$ cat src/rtl/ben_cpu_pkg.sv
// ============================================================================
// ben_cpu_pkg -- shared widths and control-state encoding for the ben CPU.
// Revision: 1.0
// ============================================================================
`default_nettype none

package ben_cpu_pkg;

    localparam int ADDR_W_DEFAULT = 4;
    localparam int INSTR_W        = 8;
    localparam int STEP_W         = 3;

    typedef enum logic [1:0] {
        ST_FETCH = 2'd0,
        ST_EXEC  = 2'd1,
        ST_HALT  = 2'd2
    } ctrl_state_t;

endpackage

`default_nettype wire

$ cat src/rtl/program_counter.sv
// ============================================================================
// program_counter -- loadable, wrapping program counter with clock enable.
// Revision: 1.0
// ============================================================================
`default_nettype none

module program_counter #(
    parameter int ADDR_W = ben_cpu_pkg::ADDR_W_DEFAULT
) (
    input  logic              clk,
    input  logic              rst,
    input  logic              en,
    input  logic              load,
    input  logic [ADDR_W-1:0] load_addr,
    input  logic              inc,
    output logic [ADDR_W-1:0] pc
);

    // Load has priority; increment wraps naturally at 2^ADDR_W.
    always_ff @(posedge clk or posedge rst) begin
        if (rst) begin
            pc <= '0;
        end else if (en) begin
            if (load) begin
                pc <= load_addr;
            end else if (inc) begin
                pc <= pc + 1'b1;
            end
        end
    end

endmodule

`default_nettype wire

$ cat src/rtl/fetch_ctrl.sv
// ============================================================================
// fetch_ctrl -- FETCH/EXEC/HALT sequencer driving the program store and IR.
// Revision: 1.0
// ============================================================================
`default_nettype none

module fetch_ctrl
    import ben_cpu_pkg::*;
#(
    parameter int ADDR_W     = ADDR_W_DEFAULT,
    parameter int EXEC_STEPS = 3
) (
    input  logic               i_clk,
    input  logic               i_reset,
    input  logic               i_run,
    input  logic               i_halt,
    input  logic               i_done,
    input  logic               i_jump,
    input  logic [ADDR_W-1:0]  i_jump_addr,
    input  logic [INSTR_W-1:0] i_rom_data,
    output logic               o_rom_en,
    output logic [ADDR_W-1:0]  o_rom_addr,
    output logic [INSTR_W-1:0] o_ir,
    output logic [STEP_W-1:0]  o_step,
    output logic               o_exec,
    output logic               o_halted,
    output logic [ADDR_W-1:0]  o_pc
);

    localparam logic [STEP_W-1:0] LAST_STEP = STEP_W'(EXEC_STEPS - 1);

    ctrl_state_t        state;
    ctrl_state_t        state_nxt;
    logic [INSTR_W-1:0] ir;
    logic [INSTR_W-1:0] ir_nxt;
    logic [STEP_W-1:0]  step;
    logic [STEP_W-1:0]  step_nxt;
    logic               pc_inc;
    logic               pc_load;
    logic [ADDR_W-1:0]  pc;

    always_ff @(posedge i_clk or posedge i_reset) begin
        if (i_reset) begin
            state <= ST_FETCH;
            ir    <= '0;
            step  <= '0;
        end else if (i_run) begin
            state <= state_nxt;
            ir    <= ir_nxt;
            step  <= step_nxt;
        end
    end

    always_comb begin
        state_nxt = state;
        ir_nxt    = ir;
        step_nxt  = step;
        pc_inc    = 1'b0;
        pc_load   = 1'b0;
        case (state)
            ST_FETCH: begin
                ir_nxt    = i_rom_data;
                step_nxt  = '0;
                pc_inc    = 1'b1;
                state_nxt = ST_EXEC;
            end
            ST_EXEC: begin
                // Halt wins over jump and done; the instruction state is kept.
                if (i_halt) begin
                    state_nxt = ST_HALT;
                end else begin
                    pc_load = i_jump;
                    if (i_done || (step == LAST_STEP)) begin
                        state_nxt = ST_FETCH;
                        step_nxt  = '0;
                    end else begin
                        step_nxt  = step + 1'b1;
                    end
                end
            end
            ST_HALT: begin
                state_nxt = ST_HALT;
            end
            default: begin
                state_nxt = ST_FETCH;
            end
        endcase
    end

    program_counter #(
        .ADDR_W (ADDR_W)
    ) u_pc (
        .clk       (i_clk),
        .rst       (i_reset),
        .en        (i_run),
        .load      (pc_load),
        .load_addr (i_jump_addr),
        .inc       (pc_inc),
        .pc        (pc)
    );

    assign o_rom_en   = (state == ST_FETCH);
    assign o_rom_addr = pc;
    assign o_pc       = pc;
    assign o_ir       = ir;
    assign o_step     = step;
    assign o_exec     = (state == ST_EXEC);
    assign o_halted   = (state == ST_HALT);

endmodule

`default_nettype wire

$ cat config.mk
export PLATFORM = sky130hd
export DESIGN_NAME = fetch_ctrl
export DESIGN_NICKNAME = d
export VERILOG_FILES = /design/src/rtl/ben_cpu_pkg.sv /design/src/rtl/program_counter.sv /design/src/rtl/fetch_ctrl.sv
export SDC_FILE = /design/constraint.sdc
export NUM_CORES = 1
export LEC_CHECK = 0
export ABC_AREA = 1
export CAP_MARGIN = 20
export CORE_AREA = 2 2 42 64
export DETAILED_ROUTE_END_ITERATION = 10
export DIE_AREA = 0 0 44 66
export PLACE_DENSITY = 0.79
export SLEW_MARGIN = 10
export SYNTH_ARGS = -nofsm -noshare
export SYNTH_HDL_FRONTEND = slang
export SYNTH_SLANG_ARGS = --single-unit
export TNS_END_PERCENT = 20
$ cat constraint.sdc
create_clock -name i_clk -period 1.3 [get_ports i_clk]
set_input_delay 0.26 -clock i_clk [delete_from_list [all_inputs] [get_ports i_clk]]
set_output_delay 0.26 -clock i_clk [all_outputs]
set_load 0.01 [all_outputs]
==> impl_metrics.tcl, run 1 <==
# place-and-route summary
set metrics [dict create \
    p_sw_share_pct 42.06 \
    top_layer_used "met4" \
    met3_wirelength_um 135 \
    grt.total_usage_pct 18.22 \
    met2WireLength_um 1375 \
    status "finished, violations left" \
    timing.rr.end "u_pc.pc[0]" \
    p_leak_nw 0.8619 \
    n_tap_cell 24 \
    p_seq_share_pct 27.5 \
    cts_tree "built" \
    placement.io_buffers 39 \
    setup_slack_ns -0.06034 \
    inv_count 12 \
    cp-endpoint "o_exec" \
    yosys_area_um2 957.2 \
    setup_viol 3 \
    place.gp.congestion 0.9115 \
    ff2ff_path_depth 9 \
    period_used_pct 104.6 \
    drive_gt1_share_pct 26.09 \
    violations "negative setup slack" \
]
run 1: cells in the mapped netlist:
cell / number / area share, %
nand2_2: 1 / 0.65
nor2_2: 1 / 0.65
inv_1: 8 / 3.1
dfrtp_1: 17 / 44
xnor2_1: 1 / 0.92
nor3_1: 1 / 0.52
buf_4: 4 / 3.1
nand2_4: 3 / 3.5
nor2_8: 1 / 2.1
clkinv_2: 1 / 0.52
nand4_1: 1 / 0.65
a21oi_1: 2 / 1.0
inv_2: 3 / 1.2
buf_2: 1 / 0.52
nand3_1: 17 / 8.9
nor2_1: 4 / 1.6
or2_2: 1 / 0.65
ha_1: 3 / 3.9
nand2_1: 52 / 20
o21ai_0: 3 / 1.6
run 1: worst max-delay path, cell delays in order, from the launching register on:
cell and delay [ns]:
dfrtp_2 0.45, buf_6 0.14, nor2_8 0.11, buf_6 0.11
Figure 1. Track usage over the die (run 1).
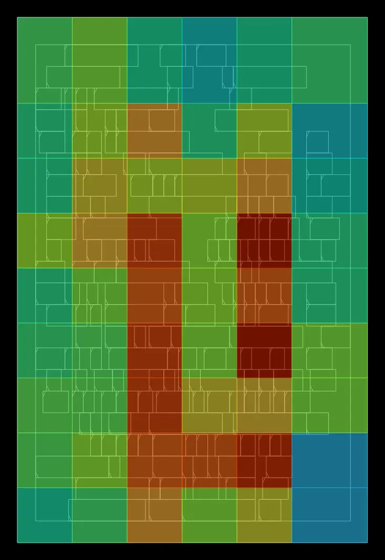
Routed wire per std cell: 11.87 µm
gr busiest metal: met2
grt met2 use: 34.56%
GR Util met3: 2.459%

Figure 2. Sequential cells coloured by netlist name (run 1).
Bar = 10 µm. Other cells in grey.
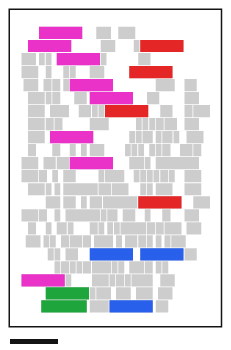
colour	netlist name	placed flops
magenta	o_ir	8
green	state	2
red	u_pc.pc	4
blue	o_step	3
Reg area: 426.7 µm²
Core Util, Final: 66.07%
flop share of the area: 27.28%
seq pwr: 0.000909 W

Figure 3. Cell sizes after repair (run 1).
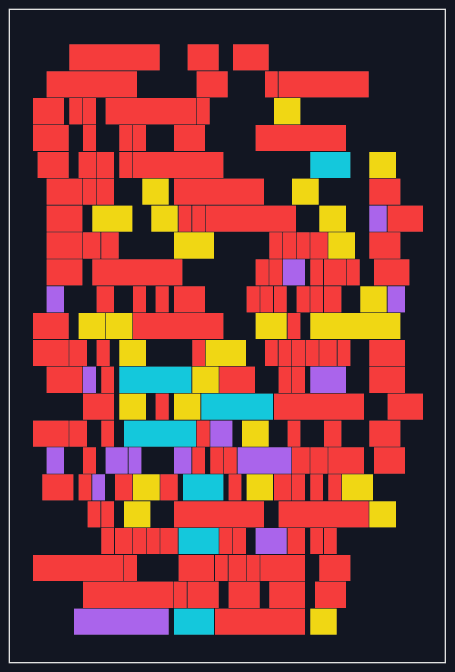
colour	size	cells
yellow	x3 and x4	26
cyan	x6 and larger	7
purple	x2	15
red	x1 and smaller	136
min setup slack post-route: -0.06034 ns
P&R area growth vs syn: 63.40%
fin area: 1564 µm²
Non-clk bufs: 60

Figure 4. Gate-type map (run 1).
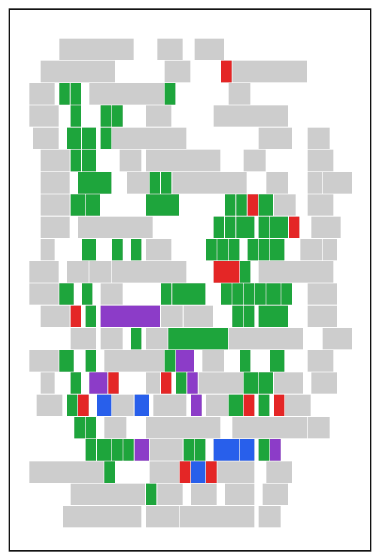
colour	family	cells	most used
purple	nor cells	7	nor2_1
red	inv cells	12	inv_1
blue	aoi and oai cells	5	o21ai_0
green	nand cells	74	nand2_1
Non-Filler Instances: 208
most frequent logic cell in the layout: nand2_1
multi-input combinational area share: 31.68%

==> run 2: changes to the inputs <==
- HOLD_SLACK_MARGIN: not set -> 0.06
- clock period: 1.3 -> 1.5 ns (I/O delays scaled with it)
Figure 5. Cell sizes after repair (run 2).
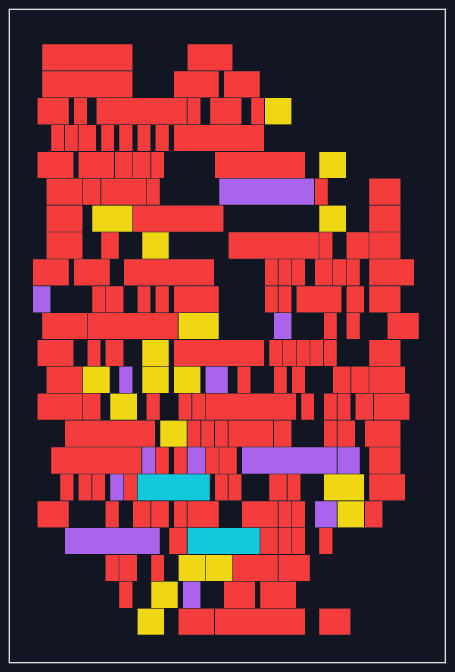
colour	size	cells
red	x1 and smaller	143
yellow	x3 and x4	18
cyan	x6 and larger	2
purple	x2	13
min setup slack post-route: 0.05678 ns
Non-clk bufs: 52
fin area: 1475 µm²

==> impl_metrics.tcl, run 2 <==
# place-and-route summary
set metrics [dict create \
    p_seq_w 0.000823 \
    edf_count 0 \
    crit_buf_inv 2 \
    p_sw_share_pct 41.87 \
    met3_wirelength_um 138 \
    async_reset_ff_share_pct 100.0 \
    fin_util_pct 62.32 \
    drt-wirelength-per-cell_um 11.34 \
    ff_type "dfrtp_1" \
    top_layer_used "met4" \
    status "completed" \
    drive_gt1_share_pct 18.75 \
    met3_usage_pct 2.459 \
    mostFrequentLayoutCell "nand2_1" \
    comb_share_pct 30.53 \
    inv_count 12 \
    path_cells "buf_4, dlygate4sd2_1" \
    synthToLayoutAreaGrowth_pct 54.12 \
    max_stage_delay_ns 0.44 \
    yosys_area_um2 957.2 \
]
## run 2: worst paths after layout
check / startpoint / endpoint / cells after the start / slack, ns
min: i_reset / o_ir[6] / 3 / 0.31
min reg2reg: o_ir[3] / o_ir[3] / 2 / 0.47
max: u_pc.pc[0] / o_pc[0] / 2 / 0.06
max reg2reg: u_pc.pc[0] / u_pc.pc[2] / 7 / 0.12
min in group i_clk: o_ir[3] / o_ir[3] / 2 / 0.47
max in group asynchronous: i_reset / state[1] / 3 / 0.99
## run 2: what timing repair did
| action | 4_1_cts | 5_1_grt |
|---|---|---|
| cloned | 0 | 0 |
| setup endpoints to repair | 16 | 9 |
| resized | 21 | 9 |
| hold endpoints to repair | 0 | 0 |
| buffers inserted | 2 | 2 |
Power is estimated from default activity; no workload was simulated.
